==> src/rtl/onehot_grant_arbiter.sv <==
// -----------------------------------------------------------------------------
// onehot_grant_arbiter
//
// Two-state (IDLE/GRANT) arbiter with three selectable policies, sampled only
// while IDLE:
//   mode 00 : strict one-hot. Grants only when exactly one request is set.
//   mode 01 : fixed priority. Bit 0 has the highest priority.
//   mode 10 : round-robin. Picks the first set bit at or above rr_ptr,
//             wrapping to bit 0.
//   mode 11 : same as 01.
// A grant is held, without preemption, for as long as the holder keeps its
// request. When the holder releases, the block spends at least one cycle in
// IDLE before it can grant again. Separately, every cycle in which mode is 00
// and more than one request is set counts as a one-hot violation. The block
// reports each one as a registered pulse and counts them in a saturating
// counter.
//
// Ports
//   clk        in   1       single clock, rising edge
//   rst_n      in   1       asynchronous active-low reset
//   req        in   N_REQ   request vector, bit i = requester i
//   mode       in   2       arbitration mode (see above)
//   err_clr    in   1       synchronous clear of viol_cnt (wins over increment)
//   gnt_valid  out  1       a grant is held
//   gnt_onehot out  N_REQ   one-hot grant vector, zero when no grant
//   gnt_code   out  CODE_W  granted index + 1, zero when no grant
//   viol       out  1       registered one-hot violation flag
//   viol_cnt   out  CNT_W   saturating count of violation cycles
// -----------------------------------------------------------------------------
module onehot_grant_arbiter #(
    parameter  int N_REQ  = 4,
    parameter  int CNT_W  = 8,
    localparam int CODE_W = $clog2(N_REQ + 1)
) (
    input  logic              clk,
    input  logic              rst_n,
    input  logic [N_REQ-1:0]  req,
    input  logic [1:0]        mode,
    input  logic              err_clr,
    output logic              gnt_valid,
    output logic [N_REQ-1:0]  gnt_onehot,
    output logic [CODE_W-1:0] gnt_code,
    output logic              viol,
    output logic [CNT_W-1:0]  viol_cnt
);

    localparam int IDX_W = $clog2(N_REQ);

    localparam logic [N_REQ-1:0] ONEHOT_LSB = {{(N_REQ-1){1'b0}}, 1'b1};
    localparam logic [CNT_W-1:0] CNT_MAX    = {CNT_W{1'b1}};

    typedef enum logic {
        IDLE  = 1'b0,
        GRANT = 1'b1
    } state_t;

    state_t             state_q;
    logic [IDX_W-1:0]   holder_q;
    logic [IDX_W-1:0]   rr_ptr_q;
    logic               gnt_valid_q;
    logic [N_REQ-1:0]   gnt_onehot_q;
    logic [CODE_W-1:0]  gnt_code_q;
    logic               viol_q;
    logic               viol_d;
    logic [CNT_W-1:0]   viol_cnt_q;
    logic [CNT_W-1:0]   viol_cnt_d;

    logic [CODE_W-1:0]  pop_cnt;     // popcount of req
    logic               low_found;   // any request set
    logic [IDX_W-1:0]   low_idx;     // lowest set index
    logic               hi_found;    // any request at or above rr_ptr
    logic [IDX_W-1:0]   hi_idx;      // lowest set index at or above rr_ptr
    logic               pick_valid;  // IDLE would grant this cycle
    logic [IDX_W-1:0]   pick_idx;    // index IDLE would grant
    logic [IDX_W-1:0]   rr_next;     // (pick_idx + 1) mod N_REQ

    // Request scan: popcount, lowest set bit, and lowest set bit at or
    // above the round-robin pointer. Round-robin wrap falls back to the
    // plain lowest set bit when nothing sits at or above the pointer.
    always_comb begin
        // NOTE: every combinational output gets a default before any
        // conditional assignment so no path leaves it unassigned (no latch).
        pop_cnt   = '0;
        low_found = 1'b0;
        low_idx   = '0;
        hi_found  = 1'b0;
        hi_idx    = '0;
        for (int i = 0; i < N_REQ; i++) begin
            pop_cnt = pop_cnt + CODE_W'(req[i]);
            if (!low_found && req[i]) begin
                low_found = 1'b1;
                low_idx   = IDX_W'(i);
            end
            if (!hi_found && req[i] && (i >= int'(rr_ptr_q))) begin
                hi_found = 1'b1;
                hi_idx   = IDX_W'(i);
            end
        end
    end

    // Policy selection for the IDLE-state grant decision.
    always_comb begin
        pick_valid = 1'b0;
        pick_idx   = low_idx;
        case (mode)
            2'b00: pick_valid = (pop_cnt == CODE_W'(1));
            2'b10: begin
                pick_valid = low_found;
                pick_idx   = hi_found ? hi_idx : low_idx;
            end
            default: pick_valid = low_found;
        endcase
    end

    assign rr_next = (pick_idx == IDX_W'(N_REQ - 1)) ? '0 : pick_idx + IDX_W'(1);

    // Violation detection runs in both states, independent of the FSM.
    assign viol_d = (mode == 2'b00) && (pop_cnt > CODE_W'(1));

    always_comb begin
        viol_cnt_d = viol_cnt_q;
        if (err_clr) begin
            viol_cnt_d = '0;
        end else if (viol_d && (viol_cnt_q != CNT_MAX)) begin
            viol_cnt_d = viol_cnt_q + CNT_W'(1);
        end
    end

    // FSM with registered grant outputs.
    always_ff @(posedge clk or negedge rst_n) begin
        // NOTE: every state bit here is a plain control flop, so all of them
        // are reset asynchronously; a grant drops the moment rst_n falls.
        if (!rst_n) begin
            state_q      <= IDLE;
            holder_q     <= '0;
            rr_ptr_q     <= '0;
            gnt_valid_q  <= 1'b0;
            gnt_onehot_q <= '0;
            gnt_code_q   <= '0;
            viol_q       <= 1'b0;
            viol_cnt_q   <= '0;
        end else begin
            // NOTE: non-blocking assignments so every flop samples the
            // pre-edge values regardless of statement order.
            viol_q     <= viol_d;
            viol_cnt_q <= viol_cnt_d;
            case (state_q)
                IDLE: begin
                    if (pick_valid) begin
                        state_q      <= GRANT;
                        holder_q     <= pick_idx;
                        rr_ptr_q     <= rr_next;
                        gnt_valid_q  <= 1'b1;
                        gnt_onehot_q <= ONEHOT_LSB << pick_idx;
                        gnt_code_q   <= CODE_W'(pick_idx) + CODE_W'(1);
                    end
                end
                GRANT: begin
                    // Held purely on the holder's own request: other bits
                    // and mode changes cannot disturb an active grant.
                    if (!req[holder_q]) begin
                        state_q      <= IDLE;
                        gnt_valid_q  <= 1'b0;
                        gnt_onehot_q <= '0;
                        gnt_code_q   <= '0;
                    end
                end
                default: state_q <= IDLE;
            endcase
        end
    end

    assign gnt_valid  = gnt_valid_q;
    assign gnt_onehot = gnt_onehot_q;
    assign gnt_code   = gnt_code_q;
    assign viol       = viol_q;
    assign viol_cnt   = viol_cnt_q;

endmodule

==> config.mk <==
export PLATFORM = sky130hd
export DESIGN_NAME = onehot_grant_arbiter
export DESIGN_NICKNAME = d
export VERILOG_FILES = /design/src/rtl/onehot_grant_arbiter.sv
export SDC_FILE = /design/constraint.sdc
export NUM_CORES = 1
export LEC_CHECK = 0
export CELL_PAD_IN_SITES_DETAIL_PLACEMENT = 0
export CELL_PAD_IN_SITES_GLOBAL_PLACEMENT = 2
export CORE_MARGIN = 5
export CORE_UTILIZATION = 30
export CTS_BUF_LIST = sky130_fd_sc_hd__clkbuf_4
export DETAILED_ROUTE_END_ITERATION = 10
export PLACE_DENSITY = 0.75
export SYNTH_ARGS = -nofsm -noshare
export SYNTH_HDL_FRONTEND = slang
export SYNTH_SLANG_ARGS = --single-unit
==> constraint.sdc <==
create_clock -name clk -period 1.65 [get_ports clk]
set_input_delay 0.2475 -clock clk [delete_from_list [all_inputs] [get_ports clk]]
set_output_delay 0.2475 -clock clk [all_outputs]
set_load 0.005 [all_outputs]
==> results.py, run 1 <==
# Synthesis and PnR figures
metrics = {
    "status": {
        "outcome": "finished with violations",
        "violations": "setup timing",
    },
    "timing": {
        "finalSetupViolCount": 20,
        "setup_slack_ns": -0.4597,
        "fmax_ghz": 0.4740,
        "clock_skew_ns": 0.01573,
    },
    "setup_path": {
        "start_kind": "input port",
    },
    "synth": {
        "ff_type": "dfrtp_1",
        "ys_warn_count": 0,
        "top_cell_area_share": 0.4247,
        "synth-edff-count": 0,
    },
    "cts": {
        "htree_num_levels": 1,
        "cts_buffers": 3,
        "clkTransAtPathRegs_ns": 0.13,
    },
    "pwr": {
        "power.leakage_nw": 0.8464,
        "pwr-share-comb": 0.459,
    },
    "routing": {
        "dr.pass1.iters": 4,
    },
    "grt": {
        "grt_max_degree": 22,
        "grt_pass1_vias": 1088,
    },
    "floorplanning": {
        "dieWidth_um": 74.23,
    },
    "run": {
        "maxCapViolations": 0,
    },
    "placed_design": {
        "finalWeightedCongestion": 0.7702,
        "place_worst_setup_slack_ns": -1.266,
    },
    "final_layout": {
        "drive_above_1_share": 0.3550,
    },
}
run 1: power groups by stage:
stage	clock network (mW)	logic (mW)	registers, mW
after floorplan	0	0.407	0.728
final	0.257	0.851	0.747
after global placement	0	0.714	0.741
after CTS	0.268	0.821	0.748
after detailed placement	0	0.730	0.748
after global routing	0.295	0.927	0.762
run 1: metal layers:
layer | up-vias | share of wire | track usage
met5 | - | 0 | 0
met4 | 0 | 0.017 | 0.03162
met2 | 25 | 0.49 | 0.2008
met1 | 500 | 0.45 | 0.1551
met3 | 7 | 0.045 | 0.03514
li1 | 516 | - | -
run 1: sequential cells by signal (all words and copies together), names as in the netlist:
name        cells
viol_cnt        8
gnt_onehot      4
gnt_code        2
holder_q        2
rr_ptr_q        2
gnt_valid       1
state_q         1
viol            1
run 1: stage by stage:
step,cells,TNS [ns]
2_1_floorplan,115,-8.574
3_3_place_gp,211,-20.37
3_5_place_dp,211,-22.12
4_1_cts,217,-7.354
5_1_grt,219,-7.496
6_report,219,-6.938
run 1: cell families after synthesis:
kind of cell / Yosys count
fa+ha+maj: 11
buf+inv: 13
simple gates: 34
flops: 21
compound gates: 25
xor+xnor: 5
mux: 6
run 1: worst max-delay path by stage:
stage,to,slack (ns),cells after the start
finish,holder_q[1]$_DFFE_PN0P_,-0.46,8
global route,gnt_onehot[1]$_DFFE_PN0P_,-0.46,9
CTS,holder_q[1]$_DFFE_PN0P_,-0.51,8
detailed placement,holder_q[1]$_DFFE_PN0P_,-1.27,8
global placement,holder_q[1]$_DFFE_PN0P_,-1.15,8
floorplan,holder_q[0]$_DFFE_PN0P_,-0.74,8
run 1: cell usage in the layout (no fill, tap or decap), drive strengths merged, types with 3 or more instances in the layout:
cell	netlist	layout
o21ai	6	6
nor2	9	9
clkdlybuf4s50	0	22
inv	10	10
dfrtp	21	21
ha	10	10
o2bb2ai	3	3
a21oi	3	3
clkbuf	1	3
buf	2	31
mux2i	3	3
xor2	5	5
and2	3	3
a22o	4	4
nand2	8	8
run 1: synthesized netlist by cell type (all sizes together) (2+ instances only):
cell type	count
a21oi	3
o21ai	6
dfrtp	21
a22o	4
and2	3
nor2	9
mux2i	3
o2111ai	2
xor2	5
o2bb2ai	3
ha	10
nand4	2
nor2b	2
buf	2
nand3	2
nand2b	2
inv	10
nand2	8
mux2	2
run 1: cell type report:
cell class	count	area, µm²	share of cell area
multi-input cells	81	759.5	0.4023
flip-flops and latches	21	525.5	0.2783
repair buffers	53	473.0	0.2505
well taps	50	62.56	0.03313
inverters	10	40.04	0.02121
clock buffers	3	22.52	0.01193
clock inverters	1	5.005	0.002651
run 1: repair_timing:
item,4_1_cts,5_1_grt
gates resized,26,10
pin swaps,10,8
gates cloned,0,0
hold buffers,0,0
endpoints found under the hold margin,0,0
setup endpoints to repair,21,21
setup buffers,2,2
run_1/flops_by_reg.png
The bar under the picture is 20 µm long. Other sequential cells in the stronger gray, the rest of the logic in the fainter gray.
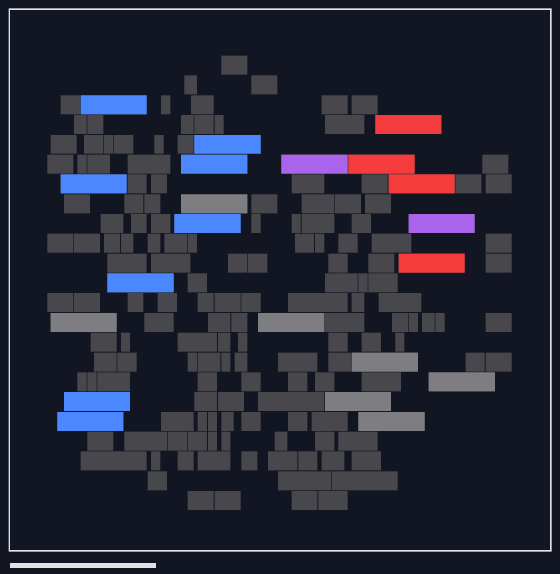
legend:
  blue:
    name_in_the_netlist: viol_cnt
    flops: 8
  red:
    name_in_the_netlist: gnt_onehot
    flops: 4
  purple:
    name_in_the_netlist: gnt_code
    flops: 2
not colored: 7
flop share of the area: 0.2783
register area: 525.5 µm²
P_seq: 0.747 mW
fin util: 0.4720

run_1/detail.png
Region (0, 34) to (40, 74) µm. Cells in gray, sequential cells in the stronger gray; small squares are vias.
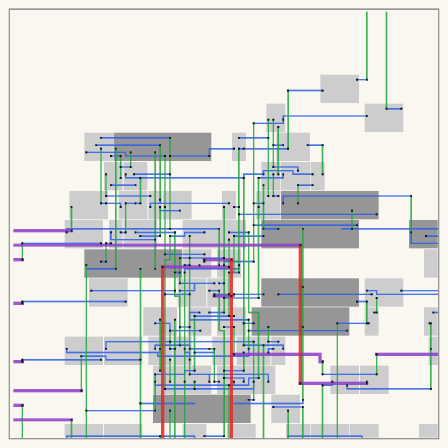
legend:
  red:
    layer: metal 4
  green:
    layer: metal 2
  blue:
    layer: metal 1
  purple:
    layer: metal 3
sequential cells in the window: 7
cells with their middle in the window: 58
most frequent: clkdlybuf4s50_1 (9), buf_4 (8), dfrtp_1 (7)
netlist names of flops here include: viol_cnt (6), rr_ptr_q (1)

run_1/clocks.png
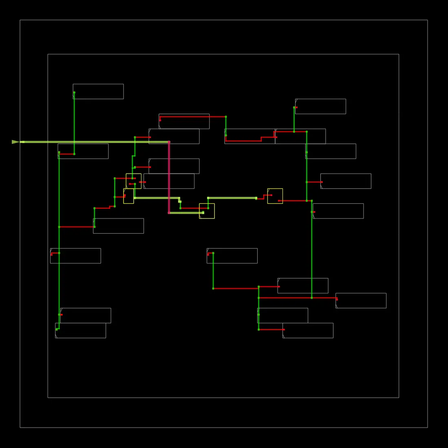
CLK BUF: 3
Seq Cell Count: 21

run_1/io_fan.png
The bar under the picture is 20 µm long.
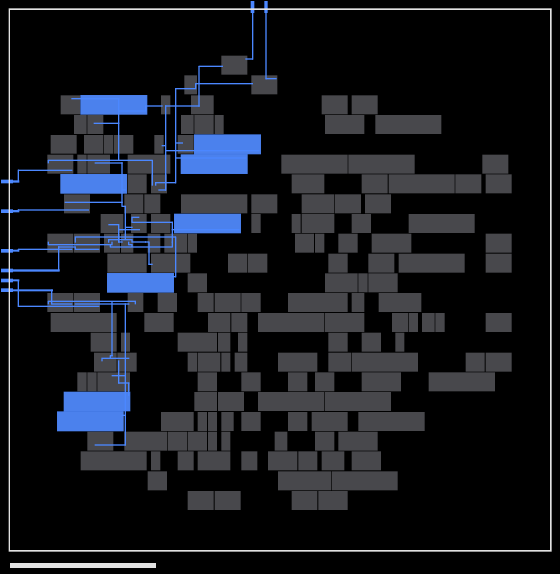
legend:
  blue:
    port: viol_cnt
    bits: 8
    direction: output
    end_cells: 8
    buffers: 9
    wire: 371 µm
port bufs: 25
Ports: 26

==> run 1 -> run 2 <==
- CORE_UTILIZATION: 30 -> 29
- CTS_BUF_LIST: sky130_fd_sc_hd__clkbuf_4 -> not set
- GPL_ROUTABILITY_DRIVEN: not set -> 0
- PLACE_DENSITY: 0.75 -> 0.72
run_2/wires.png
Two of the layers only.
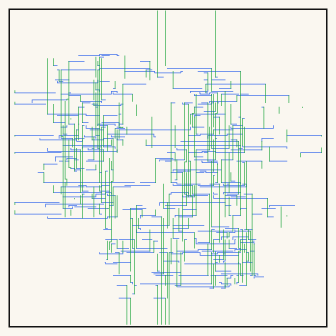
legend:
  blue:
    layer: metal 1
    wire_length: 1330 µm
  green:
    layer: metal 2
    wire_length: 1400 µm
via count: 1032
total length of routed wires: 2.867 mm

run_2/flops_by_reg.png
The bar under the picture is 20 µm long. Other sequential cells in the stronger gray, the rest of the logic in the fainter gray.
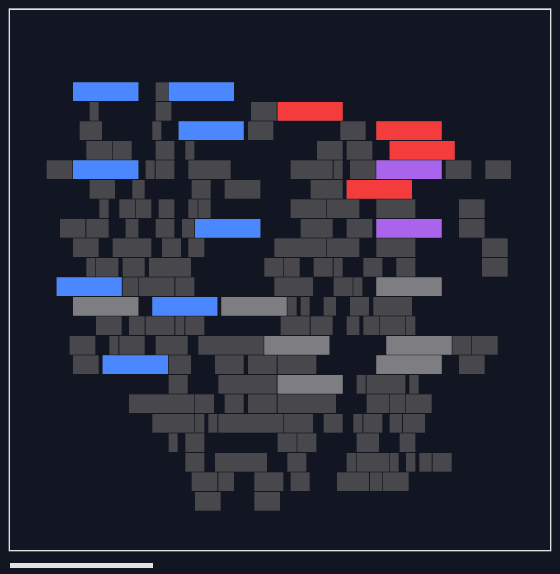
legend:
  blue:
    name_in_the_netlist: viol_cnt
    flops: 8
  purple:
    name_in_the_netlist: gnt_code
    flops: 2
  red:
    name_in_the_netlist: gnt_onehot
    flops: 4
flop share of the area: 0.2733
P_seq: 0.742 mW

==> results.py, run 2 <==
# Synthesis and PnR figures
metrics = {
    "status": {
        "outcome": "finished with violations",
        "violations": "setup timing",
    },
    "routing": {
        "dr.pass1.iters": 2,
    },
    "timing": {
        "setup_slack_ns": -0.5006,
        "clock_skew_ns": 0.004330,
        "finalSetupViolCount": 20,
        "fmax_ghz": 0.4650,
    },
    "synth": {
        "synth-edff-count": 0,
        "common_cells": "dfrtp_1, ha_1, inv_1",
        "ys_warn_count": 0,
        "yosysMostFrequentCell": "dfrtp_1",
    },
    "final_layout": {
        "drive_above_1_share": 0.3631,
        "lay_top_count": "buf_4",
        "post-route-util": 0.4739,
        "largest_reg_flops": 8,
        "lay_top_cells": "buf_4, clkdlybuf4s50_1, dfrtp_1",
    },
    "grt": {
        "grt_max_degree": 22,
        "grt_pass1_vias": 1083,
    },
    "cts": {
        "clkTransAtPathRegs_ns": 0.08,
        "hold_buffers": 0,
        "cts_buffers": 3,
    },
    "setup_path": {
        "start_kind": "input port",
    },
    "placed_design": {
        "placedCellCount": 210,
    },
    "floorplanning": {
        "io_pins": 26,
    },
}
-- run 2: cell counts after synthesis --
Identical to the previous run, type by type.
-- run 2: worst paths after layout --
| path | start | end | slack, ns | depth (start not counted) |
|---|---|---|---|---|
| max | req[0] | holder_q[0]$_DFFE_PN0P_ | -0.50 | 8 |
| min | rst_n | gnt_valid$_DFFE_PN0P_ | 0.33 | 2 |
| max reg2reg | rr_ptr_q[0]$_DFFE_PN0P_ | rr_ptr_q[0]$_DFFE_PN0P_ | -0.18 | 9 |
| min reg2reg | gnt_code[1]$_DFFE_PN0P_ | gnt_code[1]$_DFFE_PN0P_ | 0.50 | 1 |
| max in group asynchronous | rst_n | viol_cnt[3]$_DFFE_PN0P_ | 1.10 | 2 |
| min in group clk | gnt_code[1]$_DFFE_PN0P_ | gnt_code[1]$_DFFE_PN0P_ | 0.50 | 1 |
-- run 2: logic make-up (layout without fill, tap and decap cells) --
logic type      after synthesis  after routing
compound gates               25             25
xor+xnor                      5              5
fa+ha+maj                    11             11
buf+inv                      13             66
flops                        21             21
mux                           6              6
simple gates                 34             34
-- run 2: worst register-to-register path, cell delays in order (launching register included) --
cell and delay, ns:
dfrtp_1 0.41, nand2b_1 0.17, a21oi_1 0.25, a221oi_1 0.13, buf_4 0.15, buf_4 0.14, ha_1 0.20, inv_1 0.06
nand3_1 0.10, o2bb2ai_2 0.15
-- run 2: layout make-up --
cell class / instances / area [µm²]
tap: 50 / 62.56
timing repair buffer: 52 / 467.9
inverter: 10 / 37.54
clock buffer: 3 / 41.29
multi-input combinational: 81 / 783.3
clock inverter: 1 / 5.005
fill: 362 / 2135
sequential: 21 / 525.5
-- run 2: where the power goes --
group	internal (mW)	total, mW	switching, mW
clock network	0.168	0.338	0.170
registers	0.638	0.742	0.104
logic	0.518	0.891	0.373
-- run 2: what timing repair did --
item                                    4_1_cts  5_1_grt
endpoints found under the hold margin         0        0
endpoints found under the setup margin       21       21
buffers inserted                              3        1
gates resized                                24       15
pin swaps                                    10        7
-- run 2: stage by stage --
| stage | cell area [µm²] | setup slack [ns] | setup TNS, ns | power, mW |
|---|---|---|---|---|
| after detailed placement | 1719 | -1.247 | -21.53 | 1.479 |
| after CTS | 1833 | -0.5361 | -7.816 | 1.914 |
| after global placement | 1719 | -1.165 | -20.52 | 1.468 |
| after floorplan | 1256 | -0.7433 | -8.574 | 1.135 |
| final | 1923 | -0.5006 | -7.394 | 1.971 |
| after global routing | 1923 | -0.5302 | -8.708 | 2.117 |
-- run 2: metal layers --
| metal | global-route usage | share of wire | up-vias |
|---|---|---|---|
| met4 | 0.01165 | 0.0014 | 0 |
| li1 | - | - | 514 |
| met2 | 0.1946 | 0.49 | 20 |
| met3 | 0.03298 | 0.047 | 2 |
| met5 | 0 | 0 | - |
| met1 | 0.1559 | 0.46 | 496 |
Power and IR drop assume default switching activity.
